`config.mk`:
```
export PLATFORM = sky130hd
export DESIGN_NAME = ref_read_arbiter_flat
export DESIGN_NICKNAME = d
export VERILOG_FILES = /design/src/rtl/ref_read_arbiter_if.sv /design/src/rtl/ref_read_arbiter.sv /design/src/flat_wrapper.sv
export SDC_FILE = /design/constraint.sdc
export NUM_CORES = 1
export LEC_CHECK = 0
export CAP_MARGIN = 10
export CORE_AREA = 2 2 507 509
export DETAILED_ROUTE_END_ITERATION = 10
export DIE_AREA = 0 0 509 511
export MAX_ROUTING_LAYER = met4
export SYNTH_ARGS = -nofsm -noshare
export SYNTH_HDL_FRONTEND = slang
export SYNTH_SLANG_ARGS = --single-unit
```
`constraint.sdc`:
```
create_clock -name clk -period 6.8 [get_ports clk]
set_input_delay 1.36 -clock clk [delete_from_list [all_inputs] [get_ports clk]]
set_output_delay 1.36 -clock clk [all_outputs]
set_load 0.05 [all_outputs]
```
`src/rtl/ref_read_arbiter_if.sv`:
```
// Bus bundle between the Engine array, ref_read_arbiter and the DRAM reference reader.
// slave  : the arbiter's view.
// master : the surrounding Engines/reader's view.
interface ref_read_arbiter_if #(
    parameter int NUM_ENGINES = 4,
    parameter int REF_LENGTH  = 256,
    parameter int ADDR_W      = 25
);
    logic [NUM_ENGINES*ADDR_W-1:0] eng_ref_addr_in;
    logic [NUM_ENGINES*ADDR_W-1:0] eng_ref_length_in;
    logic [NUM_ENGINES-1:0]        eng_ref_info_valid_in;
    logic [NUM_ENGINES-1:0]        eng_ref_info_ack_out;
    logic [2*REF_LENGTH-1:0]       eng_ref_seq_block_out;
    logic [NUM_ENGINES-1:0]        eng_ref_seq_block_valid_out;
    logic [NUM_ENGINES-1:0]        eng_ref_seq_block_rdy_in;
    logic [ADDR_W-1:0]             rd_addr_out;
    logic [ADDR_W-1:0]             rd_length_out;
    logic                          rd_info_valid_out;
    logic                          rd_info_rdy_in;
    logic [2*REF_LENGTH-1:0]       rd_block_in;
    logic                          rd_block_valid_in;
    logic                          rd_block_rdy_out;

    modport slave (
        input  eng_ref_addr_in, eng_ref_length_in, eng_ref_info_valid_in,
        output eng_ref_info_ack_out, eng_ref_seq_block_out, eng_ref_seq_block_valid_out,
        input  eng_ref_seq_block_rdy_in,
        output rd_addr_out, rd_length_out, rd_info_valid_out,
        input  rd_info_rdy_in, rd_block_in, rd_block_valid_in,
        output rd_block_rdy_out
    );

    modport master (
        output eng_ref_addr_in, eng_ref_length_in, eng_ref_info_valid_in,
        input  eng_ref_info_ack_out, eng_ref_seq_block_out, eng_ref_seq_block_valid_out,
        output eng_ref_seq_block_rdy_in,
        input  rd_addr_out, rd_length_out, rd_info_valid_out,
        output rd_info_rdy_in, rd_block_in, rd_block_valid_in,
        input  rd_block_rdy_out
    );
endinterface

```
`src/rtl/ref_read_arbiter.sv`:
```
// ref_read_arbiter: round-robin sharing of one DRAM reference reader between
// NUM_ENGINES Engines. One request is granted at a time; its command goes to the
// reader and the returned block stream is steered to the granted Engine only.
// Optional macro REF_SHARE_EN: Engines requesting the same address/length as the
// winner join the grant and receive the same stream from a single reader command.
module ref_read_arbiter #(
    parameter int NUM_ENGINES = 4,
    parameter int REF_LENGTH  = 256,
    parameter int ADDR_W      = 25
) (
    input logic               clk,
    input logic               rst,
    ref_read_arbiter_if.slave bus
);
    localparam int unsigned N     = NUM_ENGINES;
    localparam int          IDX_W = (NUM_ENGINES > 1) ? $clog2(NUM_ENGINES) : 1;
    localparam int          BLK_W = 2 * REF_LENGTH;

    typedef enum logic [1:0] {S_IDLE, S_ISSUE, S_STREAM, S_DONE} state_t;

    state_t           r_state;
    logic [IDX_W-1:0] r_rr_ptr;
    logic [IDX_W-1:0] r_win;
    logic [N-1:0]     r_grant;
    logic [N-1:0]     r_ack;
    logic [ADDR_W-1:0] r_rd_addr;
    logic [ADDR_W-1:0] r_rd_len;
    logic [ADDR_W-1:0] r_remaining;
    logic             r_rd_info_valid;

    logic             w_hit;
    logic [IDX_W-1:0] w_win;
    logic [ADDR_W-1:0] w_win_addr;
    logic [ADDR_W-1:0] w_win_len;
    logic [N-1:0]     w_join;
    logic             w_stream;
    logic             w_members_rdy;
    logic             w_hs;

    // Round-robin search: first valid requester starting at r_rr_ptr.
    always_comb begin
        logic [IDX_W-1:0] cand;
        w_hit = 1'b0;
        w_win = '0;
        cand  = '0;
        for (int unsigned k = 0; k < N; k++) begin
            cand = IDX_W'((32'(r_rr_ptr) + k) % N);
            if (!w_hit && bus.eng_ref_info_valid_in[cand]) begin
                w_hit = 1'b1;
                w_win = cand;
            end
        end
    end

    assign w_win_addr = bus.eng_ref_addr_in[w_win*ADDR_W +: ADDR_W];
    assign w_win_len  = bus.eng_ref_length_in[w_win*ADDR_W +: ADDR_W];

`ifdef REF_SHARE_EN
    // Grant set: every requester asking for exactly the winner's address and length.
    always_comb begin
        w_join = '0;
        for (int unsigned i = 0; i < N; i++) begin
            if (bus.eng_ref_info_valid_in[i] &&
                bus.eng_ref_addr_in[i*ADDR_W +: ADDR_W] == w_win_addr &&
                bus.eng_ref_length_in[i*ADDR_W +: ADDR_W] == w_win_len) begin
                w_join[i] = 1'b1;
            end
        end
    end
`else
    // Grant set: the winner alone.
    always_comb begin
        w_join        = '0;
        w_join[w_win] = 1'b1;
    end
`endif

    // Members not in the grant are forced ready, so a one-hot grant reduces to rdy[grant].
    assign w_stream      = (r_state == S_STREAM);
    assign w_members_rdy = &(bus.eng_ref_seq_block_rdy_in | ~r_grant);
    assign w_hs          = w_stream && bus.rd_block_valid_in && w_members_rdy;

    assign bus.rd_block_rdy_out            = w_stream && w_members_rdy;
    assign bus.eng_ref_seq_block_valid_out = (w_stream && bus.rd_block_valid_in) ? r_grant : '0;
    assign bus.eng_ref_seq_block_out       = {BLK_W{w_stream}} & bus.rd_block_in;
    assign bus.eng_ref_info_ack_out        = r_ack;
    assign bus.rd_addr_out                 = r_rd_addr;
    assign bus.rd_length_out               = r_rd_len;
    assign bus.rd_info_valid_out           = r_rd_info_valid;

    // Arbitration FSM with registered ack, reader command and transfer count.
    always_ff @(posedge clk) begin
        if (rst) begin
            r_state         <= S_IDLE;
            r_rr_ptr        <= '0;
            r_win           <= '0;
            r_grant         <= '0;
            r_ack           <= '0;
            r_rd_addr       <= '0;
            r_rd_len        <= '0;
            r_remaining     <= '0;
            r_rd_info_valid <= 1'b0;
        end else begin
            r_ack <= '0;
            case (r_state)
                S_IDLE: begin
                    if (w_hit) begin
                        r_grant     <= w_join;
                        r_win       <= w_win;
                        r_ack       <= w_join;
                        r_rd_addr   <= w_win_addr;
                        r_rd_len    <= w_win_len;
                        r_remaining <= w_win_len;
                        if (w_win_len == '0) begin
                            r_state <= S_DONE;
                        end else begin
                            r_state         <= S_ISSUE;
                            r_rd_info_valid <= 1'b1;
                        end
                    end
                end
                S_ISSUE: begin
                    if (bus.rd_info_rdy_in) begin
                        r_rd_info_valid <= 1'b0;
                        r_state         <= S_STREAM;
                    end
                end
                S_STREAM: begin
                    if (w_hs) begin
                        r_remaining <= r_remaining - 1'b1;
                        if (r_remaining == ADDR_W'(1)) begin
                            r_state <= S_DONE;
                        end
                    end
                end
                S_DONE: begin
                    r_rr_ptr <= (r_win == IDX_W'(N - 1)) ? '0 : r_win + 1'b1;
                    r_state  <= S_IDLE;
                end
                default: r_state <= S_IDLE;
            endcase
        end
    end
endmodule

```
`src/flat_wrapper.sv`:
```
// flat-port wrapper written by rule: the top's interface ports become plain ports
module ref_read_arbiter_flat 
#(
    parameter int NUM_ENGINES = 4,
    parameter int REF_LENGTH  = 256,
    parameter int ADDR_W      = 25
)
  (clk, rst, bus_eng_ref_addr_in, bus_eng_ref_length_in, bus_eng_ref_info_valid_in, bus_eng_ref_info_ack_out, bus_eng_ref_seq_block_out, bus_eng_ref_seq_block_valid_out, bus_eng_ref_seq_block_rdy_in, bus_rd_addr_out, bus_rd_length_out, bus_rd_info_valid_out, bus_rd_info_rdy_in, bus_rd_block_in, bus_rd_block_valid_in, bus_rd_block_rdy_out);
  ref_read_arbiter_if #(.NUM_ENGINES(NUM_ENGINES), .REF_LENGTH(REF_LENGTH), .ADDR_W(ADDR_W)) bus_i ();
  input logic clk;
  input logic rst;
  input wire logic [$bits(bus_i.eng_ref_addr_in)-1:0] bus_eng_ref_addr_in;
  input wire logic [$bits(bus_i.eng_ref_length_in)-1:0] bus_eng_ref_length_in;
  input wire logic [$bits(bus_i.eng_ref_info_valid_in)-1:0] bus_eng_ref_info_valid_in;
  output wire logic [$bits(bus_i.eng_ref_info_ack_out)-1:0] bus_eng_ref_info_ack_out;
  output wire logic [$bits(bus_i.eng_ref_seq_block_out)-1:0] bus_eng_ref_seq_block_out;
  output wire logic [$bits(bus_i.eng_ref_seq_block_valid_out)-1:0] bus_eng_ref_seq_block_valid_out;
  input wire logic [$bits(bus_i.eng_ref_seq_block_rdy_in)-1:0] bus_eng_ref_seq_block_rdy_in;
  output wire logic [$bits(bus_i.rd_addr_out)-1:0] bus_rd_addr_out;
  output wire logic [$bits(bus_i.rd_length_out)-1:0] bus_rd_length_out;
  output wire logic [$bits(bus_i.rd_info_valid_out)-1:0] bus_rd_info_valid_out;
  input wire logic [$bits(bus_i.rd_info_rdy_in)-1:0] bus_rd_info_rdy_in;
  input wire logic [$bits(bus_i.rd_block_in)-1:0] bus_rd_block_in;
  input wire logic [$bits(bus_i.rd_block_valid_in)-1:0] bus_rd_block_valid_in;
  output wire logic [$bits(bus_i.rd_block_rdy_out)-1:0] bus_rd_block_rdy_out;
  assign bus_i.eng_ref_addr_in = bus_eng_ref_addr_in;
  assign bus_i.eng_ref_length_in = bus_eng_ref_length_in;
  assign bus_i.eng_ref_info_valid_in = bus_eng_ref_info_valid_in;
  assign bus_eng_ref_info_ack_out = bus_i.eng_ref_info_ack_out;
  assign bus_eng_ref_seq_block_out = bus_i.eng_ref_seq_block_out;
  assign bus_eng_ref_seq_block_valid_out = bus_i.eng_ref_seq_block_valid_out;
  assign bus_i.eng_ref_seq_block_rdy_in = bus_eng_ref_seq_block_rdy_in;
  assign bus_rd_addr_out = bus_i.rd_addr_out;
  assign bus_rd_length_out = bus_i.rd_length_out;
  assign bus_rd_info_valid_out = bus_i.rd_info_valid_out;
  assign bus_i.rd_info_rdy_in = bus_rd_info_rdy_in;
  assign bus_i.rd_block_in = bus_rd_block_in;
  assign bus_i.rd_block_valid_in = bus_rd_block_valid_in;
  assign bus_rd_block_rdy_out = bus_i.rd_block_rdy_out;
  ref_read_arbiter #(.NUM_ENGINES(NUM_ENGINES), .REF_LENGTH(REF_LENGTH), .ADDR_W(ADDR_W)) u_core (.clk(clk), .rst(rst), .bus(bus_i));
endmodule
```
Fig. 1: run 1, M1 wires
Scale bar: 200 um.
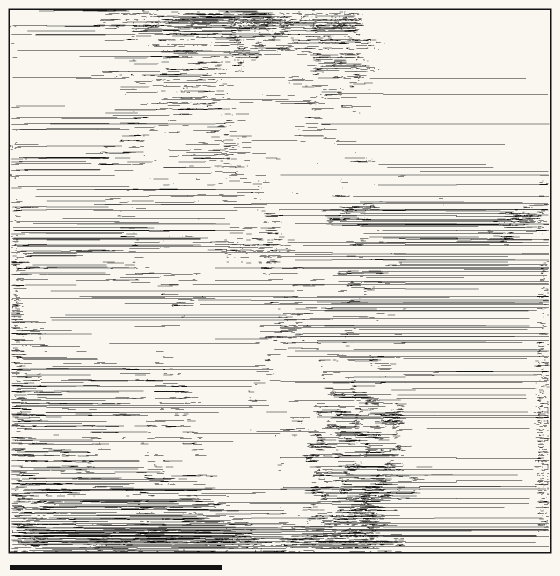
- nets with wire on the layer: 3027
- wire length on this layer: 73.6 mm
- main direction: horizontal
- longest straight run: 427 um
- share of all routed wire: 35%
GR Util met1: 15.1%
DR vias: 15906
Routed WL: 208000 um

Fig. 2: run 1, M2 wires
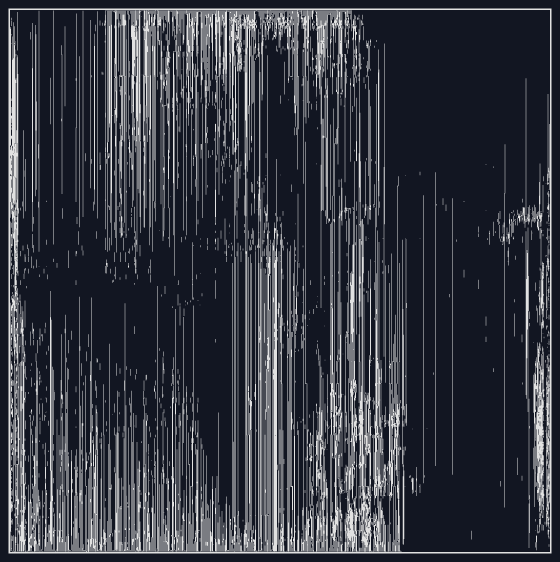
- share of all routed wire: 46%
- main direction: vertical
- longest straight run: 376 um
- wire length on this layer: 94.7 mm
met2 Usage GRT: 25.5%

Fig. 3: run 1, the metal 3 layer
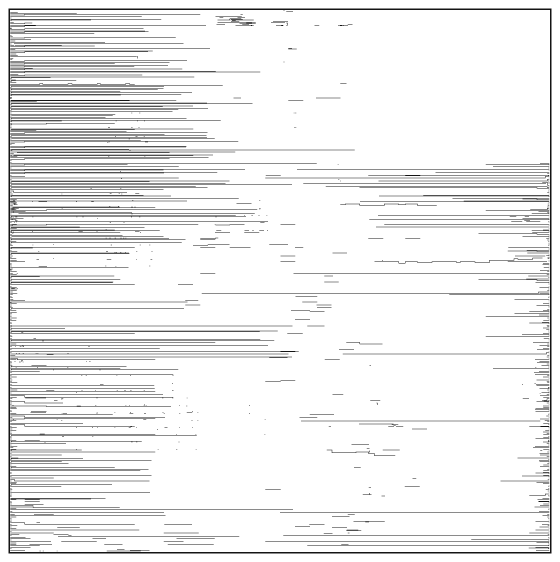
- main direction: horizontal
- nets with wire on the layer: 817
global routing usage on met3: 13.4%

Fig. 4: run 1, routing congestion
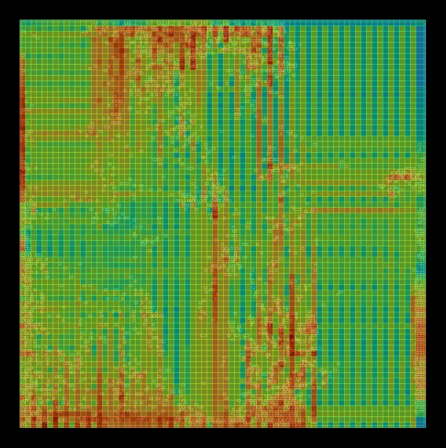
busiest metal layer after global routing: met2
GRT Overall Usage: 15.9%
Routed WL per cell: 34.1 um
final core utilization: 10.5%

==> notes.md, run 1 <==
run results: Worst-path clk slew=0.08 ns, Worst EP required=5.44 ns, DP Wirelength=194000 um, Post-synth EDFFs=0, Worst EP arrival=3.54 ns, CP Cell Sequence=inv_1 > ha_4 > buf_12 > and2_1 > clkdlybuf4s50_1, most frequent cells in the layout=1290 x clkdlybuf4s50_1, 514 x and2_1, 179 x nand2_1, crit-path leading delay family=buffers and inverters, cell with the most instances after synthesis=and2_1, crit path capture type=primary output, Place WS=1.55 ns, flops out of synthesis=90, multi-input gates=1147, ys cells=1368, post-route setup TNS=0 ns, critical path depth in cells=5, DR vias/cell=2.60, Synth Cell Area=0.00918 mm^2, Critical Path Max Stage Delay=1.04 ns, adder share=1.09%, Comb area share=25.7%, Remaining DRCs=0, worst slew pin tran=1.12 ns, combinational cell fraction of total power=82.1%, status=finished, final reports clean, Yosys chip area=0.00918 mm^2, post-CTS sizing=0, final setup fails=0, CTS hold repair buffers=0, P_seq=851 uW, Core Util at FP=3.60%, cell area after layout=0.0268 mm^2, fraction of registers with async set/reset=0%, highest-delay cell along the critical path=clkdlybuf4s50_1, hold wc startpoint=u_core.bus.rd_addr_out[3], die x size=509 um, row count=186, placed insts=5948, Slew HR=25.4%, Final clock-cell share=1.12%, post-CTS setup buffers=0, buffers added on ports=1295, n_diodes=144, metal2 WL=94700 um, syn avg cell area=6.71 um^2, H-tree depth=3, Die ar.=0.260 mm^2, CP Max Fanout=118, vias in the first global route=16031, Hold Path Class=flip-flop to flip-flop, layout cell share with drive strength beyond 1=3.10%, Lkg Pwr=0.00884 uW, top-area cell type share of the netlist area=35.0%, Final ANT Viol Nets=0, CP Class=flip-flop to primary output, Die Ht=511 um, Non-clock buffers=1315, nets=3307, synth unique cells=51, Tmin final=4.90 ns, Max Cap Viol=0, Placer Congestion=0.955, core area=0.255 mm^2, Root Driver=clkbuf_16, Post-Syn Nets=2100, aoi share=9.08%, Slew Viols, Final=0, max layer used=met4, met1 wire length=73600 um, end of the worst register-to-register path=u_core.bus.rd_info_valid_out, clock network fraction of total power=7.3%, Fillers=29438, combinational power=6610 uW
==> inputs of run 2 (changes only) <==
--- a/config.mk
+++ b/config.mk
@@ -6,9 +6,9 @@
 export NUM_CORES = 1
 export LEC_CHECK = 0
 export CAP_MARGIN = 10
-export CORE_AREA = 2 2 507 509
+export CORE_AREA = 2 2 512 514
 export DETAILED_ROUTE_END_ITERATION = 10
-export DIE_AREA = 0 0 509 511
+export DIE_AREA = 0 0 514 516
 export MAX_ROUTING_LAYER = met4
 export SYNTH_ARGS = -nofsm -noshare
 export SYNTH_HDL_FRONTEND = slang
==> constraint.sdc (replaced) <==
create_clock -name clk -period 5.11 [get_ports clk]
set_input_delay 1.022 -clock clk [delete_from_list [all_inputs] [get_ports clk]]
set_output_delay 1.022 -clock clk [all_outputs]
set_load 0.05 [all_outputs]
==> run 2 against run 1 <==
The run now fails in 5_2_route. Synthesized cell count unchanged. Global-route usage increased by 1.2 points. Synthesized area unchanged.
==> notes.md, run 2 <==
run metrics: post-CTS sizing=0, Post-synth EDFFs=0, buffers added on ports=1295, top-area cell type share of the netlist area=35.0%, top cells by count, synth=514 x and2_1, 179 x nand2_1, 92 x clkbuf_1, 90 x dfxtp_1, 89 x nand3_1, Synth mux share=9.06%, Placer Congestion=0.974, fraction of registers with async set/reset=0%, die x size=514 um, H-tree depth=3, synth unique cells=51, clk sinks=90, Cell area leaders=and2_1 35%, dfxtp_1 20%, nand2_1 7.3%, mux2i_1 6.3%, nand3_1 4.9%, leading area contributor after synthesis=and2_1, DP Wirelength=214000 um, XOR/XNOR Fraction of Synth Area=0%, row count=187, DP Area=0.0261 mm^2, main flop type=dfxtp_1, GR Util met1=17.3%, Core Util at FP=3.54%, Halt Stage=5_2_route, flops out of synthesis=90, first-pass GRT wire length=264000 um, Synth Seq Share=19.6%, adder share=1.09%, CTS Buf Count=9, Post-Syn Nets=2100, Top logic family=simple AND/OR/NAND/NOR gates, # IOs=1296, cell with the most instances after synthesis=and2_1, Cells after Synth=1368, Place WS=0.647 ns, Synth Cell Area=0.00918 mm^2, GRT Overall Usage=17.1%, Simple-Gate Area Share=55.1%, status=did not finish, yosys warns=0, post-CTS setup buffers=0, Die Ht=516 um, largest net degree at the start of global routing=68, vias in the first global route=15871, ys cells=1368, met2 Usage GRT=26.8%, Clock Path Buffers=2, placed insts=5978, aoi share=9.08%, busiest metal layer after global routing=met2, Stop Error=[ERROR DRT-0255] Maze Route cannot find path of net bus_rd_block_in[433] in worker of routeBox ( 483000 48300 ) ( 514000 96600 )., syn avg cell area=6.71 um^2, initial antenna violation count=335, global routing usage on met3=13.3%, Yosys chip area=0.00918 mm^2, Root Driver=clkbuf_16, CTS hold repair buffers=0, GRT overflow=0
==> inputs of run 3 (changes only) <==
--- a/config.mk
+++ b/config.mk
@@ -9,7 +9,7 @@
 export CORE_AREA = 2 2 512 514
 export DETAILED_ROUTE_END_ITERATION = 10
 export DIE_AREA = 0 0 514 516
-export MAX_ROUTING_LAYER = met4
+export PLACE_DENSITY_LB_ADDON = 0.15
 export SYNTH_ARGS = -nofsm -noshare
 export SYNTH_HDL_FRONTEND = slang
 export SYNTH_SLANG_ARGS = --single-unit
Fig. 5: run 3, M1 wires
Scale bar: 200 um.
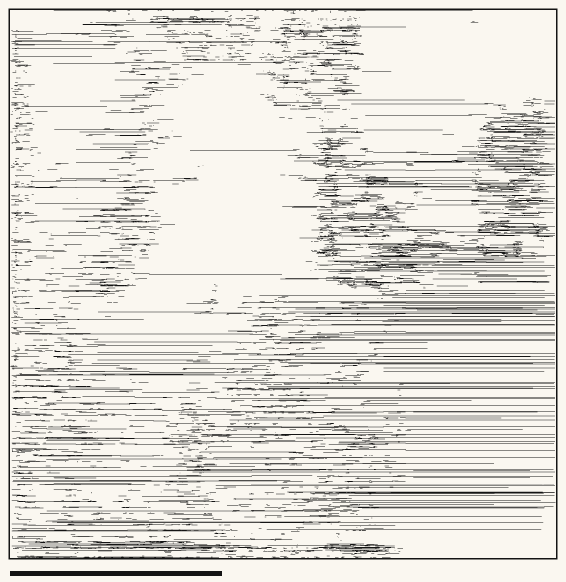
- longest straight run: 341 um
- main direction: horizontal
DR vias: 15936
GR Util met1: 13.2%
Routed WL: 201000 um

Fig. 6: run 3, M2 wires
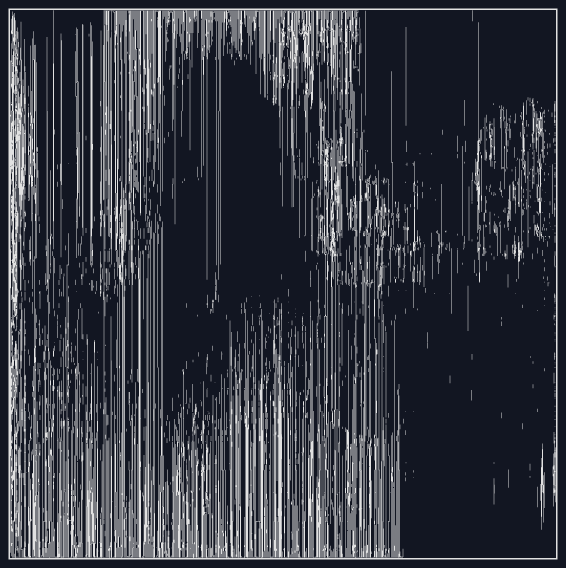
- longest straight run: 306 um
- wire length on this layer: 98.2 mm
- nets with wire on the layer: 2971
- main direction: vertical
met2 Usage GRT: 25.8%

==> run 3 against run 2 <==
The flow now finishes without violations. Global-route usage is 2.6 points lower. Synthesized cell count stayed put. Synthesized area did not move.
==> notes.md, run 3 <==
run results: status=finished, final reports clean, global routing usage on met3=11.3%, Yosys chip area=0.00918 mm^2, final setup fails=0, Simple-Gate Area Share=55.1%, largest net degree at the start of global routing=83, Post-Syn Nets=2100, critical path depth in cells=6, Root Driver=clkbuf_16, Cell area leaders=and2_1 35%, dfxtp_1 20%, nand2_1 7.3%, mux2i_1 6.3%, nand3_1 4.9%, clock network fraction of total power=7.3%, CTS hold repair buffers=0, combinational cell fraction of total power=81.9%, clk sinks=90, Worst EP required=4.09 ns, Critical Path Max Stage Delay=0.83 ns, main flop type=dfxtp_1, metal2 WL=98200 um, initial antenna violation count=311, n_diodes=36, Slew Viols, Final=0, placed insts=5982, CP Max Fanout=60, GRT Overall Usage=14.5%, top cells by count, synth=514 x and2_1, 179 x nand2_1, 92 x clkbuf_1, 90 x dfxtp_1, 89 x nand3_1, most frequent cells in the layout=1211 x clkdlybuf4s50_1, 514 x and2_1, 179 x nand2_1, worst slew pin tran=0.883 ns, Final clock-cell share=1.16%, post-CTS sizing=0, DR vias/cell=2.64, DP Area=0.0261 mm^2, post-route setup TNS=0 ns, end of the worst register-to-register path=u_core.bus.rd_info_valid_out, vias in the first global route=16161, die x size=514 um, Tmin final=4.25 ns, post-CTS setup buffers=0, cell area after layout=0.0265 mm^2, CP Class=flip-flop to primary output, Final ANT Viol Nets=0, adder share=1.09%, Fillers=30181, flops out of synthesis=90, Synth Cell Area=0.00918 mm^2, CTS Buf Count=9, Worst EP arrival=3.23 ns, crit path capture type=primary output, final core utilization=10.2%, P_seq=1120 uW, fraction of registers with async set/reset=0%, Die Ht=516 um, GRT overflow=0, Hold Path Class=flip-flop to flip-flop, syn avg cell area=6.71 um^2, buffers added on ports=1295, highest-delay cell along the critical path=clkdlybuf4s50_1, max layer used=met5, nets=3323, Post-synth EDFFs=0, core area=0.259 mm^2, Clock Path Buffers=2, layout cell share with drive strength beyond 1=6.74%, synth unique cells=51, cell with the most instances after synthesis=and2_1, Max Cap Viol=0, Non-clock buffers=1331, leading area contributor after synthesis=and2_1, top-area cell type share of the netlist area=35.0%, Top logic family=simple AND/OR/NAND/NOR gates, Worst-path clk slew=0.07 ns, row count=187, Lkg Pwr=0.00910 uW
==> inputs of run 4 (changes only) <==
==> constraint.sdc (replaced) <==
create_clock -name clk -period 4.1 [get_ports clk]
set_input_delay 0.82 -clock clk [delete_from_list [all_inputs] [get_ports clk]]
set_output_delay 0.82 -clock clk [all_outputs]
set_load 0.05 [all_outputs]
Fig. 7: run 4, routing congestion
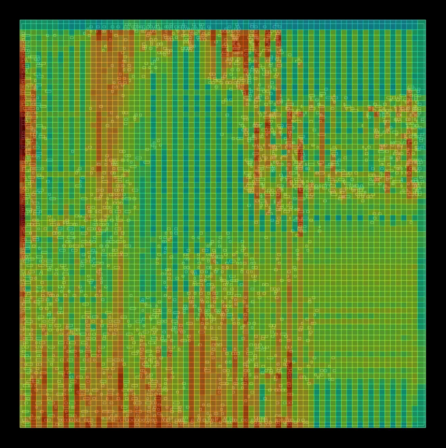
global routing usage on met3: 12.8%
GR Util met1: 12.4%
Routed WL per cell: 33.3 um

Fig. 8: run 4, M1 wires
Scale bar: 200 um.
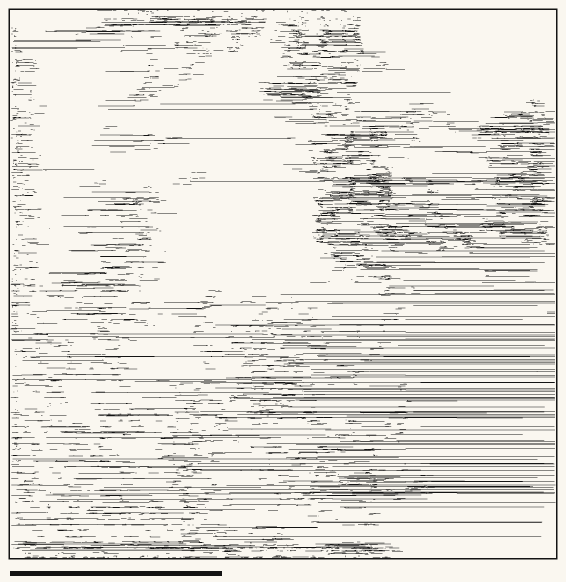
- share of all routed wire: 30%
- main direction: horizontal
DR vias: 15938
Routed WL: 201000 um

==> run 4 against run 3 <==
Critical path type unchanged. Via count is essentially flat. Register-to-register slack lost 1.1 ns. Critical endpoint is now bus_eng_ref_seq_block_out[68]. Highest routed layer unchanged. Clock skew shrank 0.0010 ns. Utilization grew 0.94 points. Worst setup slack lost 0.40 ns. Clock power grew 29%. Non-clock buffer count grew 12. Flip-flop count is the same. Synthesized area is the same. Worst hold slack is essentially flat. Final area grew 9.1%. Combinational power grew 39%.
==> notes.md, run 4 <==
run results: P_seq=1380 uW, DP Wirelength=186000 um, synth unique cells=51, Placer Congestion=0.914, Slew Viols, Final=0, Max Cap Viol=0, top-area cell type share of the netlist area=35.0%, multi-input gates=1147, adder share=1.09%, highest-delay cell along the critical path=ha_4, Worst EP required=3.28 ns, leading area contributor after synthesis=and2_1, main flop type=dfxtp_1, crit-path leading delay family=buffers and inverters, Critical Path Max Stage Delay=0.63 ns, largest net degree at the start of global routing=148, clock network fraction of total power=6.9%, Remaining DRCs=0, final core utilization=11.2%, worst slew pin tran=1.17 ns, Fillers=29944, post-CTS setup buffers=0, Top logic family=simple AND/OR/NAND/NOR gates, clk sinks=90, Non-clock buffers=1343, Lkg Pwr=0.0107 uW, layout cell share with drive strength beyond 1=22.6%, CTS Buf Count=9, # IOs=1296, status=finished, final reports clean, Simple-Gate Area Share=55.1%, Synth Seq Share=19.6%, fraction of registers with async set/reset=0%, cell with the most instances after synthesis=and2_1, critical path depth in cells=5, CP Class=flip-flop to primary output
Power figures rest on the tool's default switching activity, not on a simulated workload.
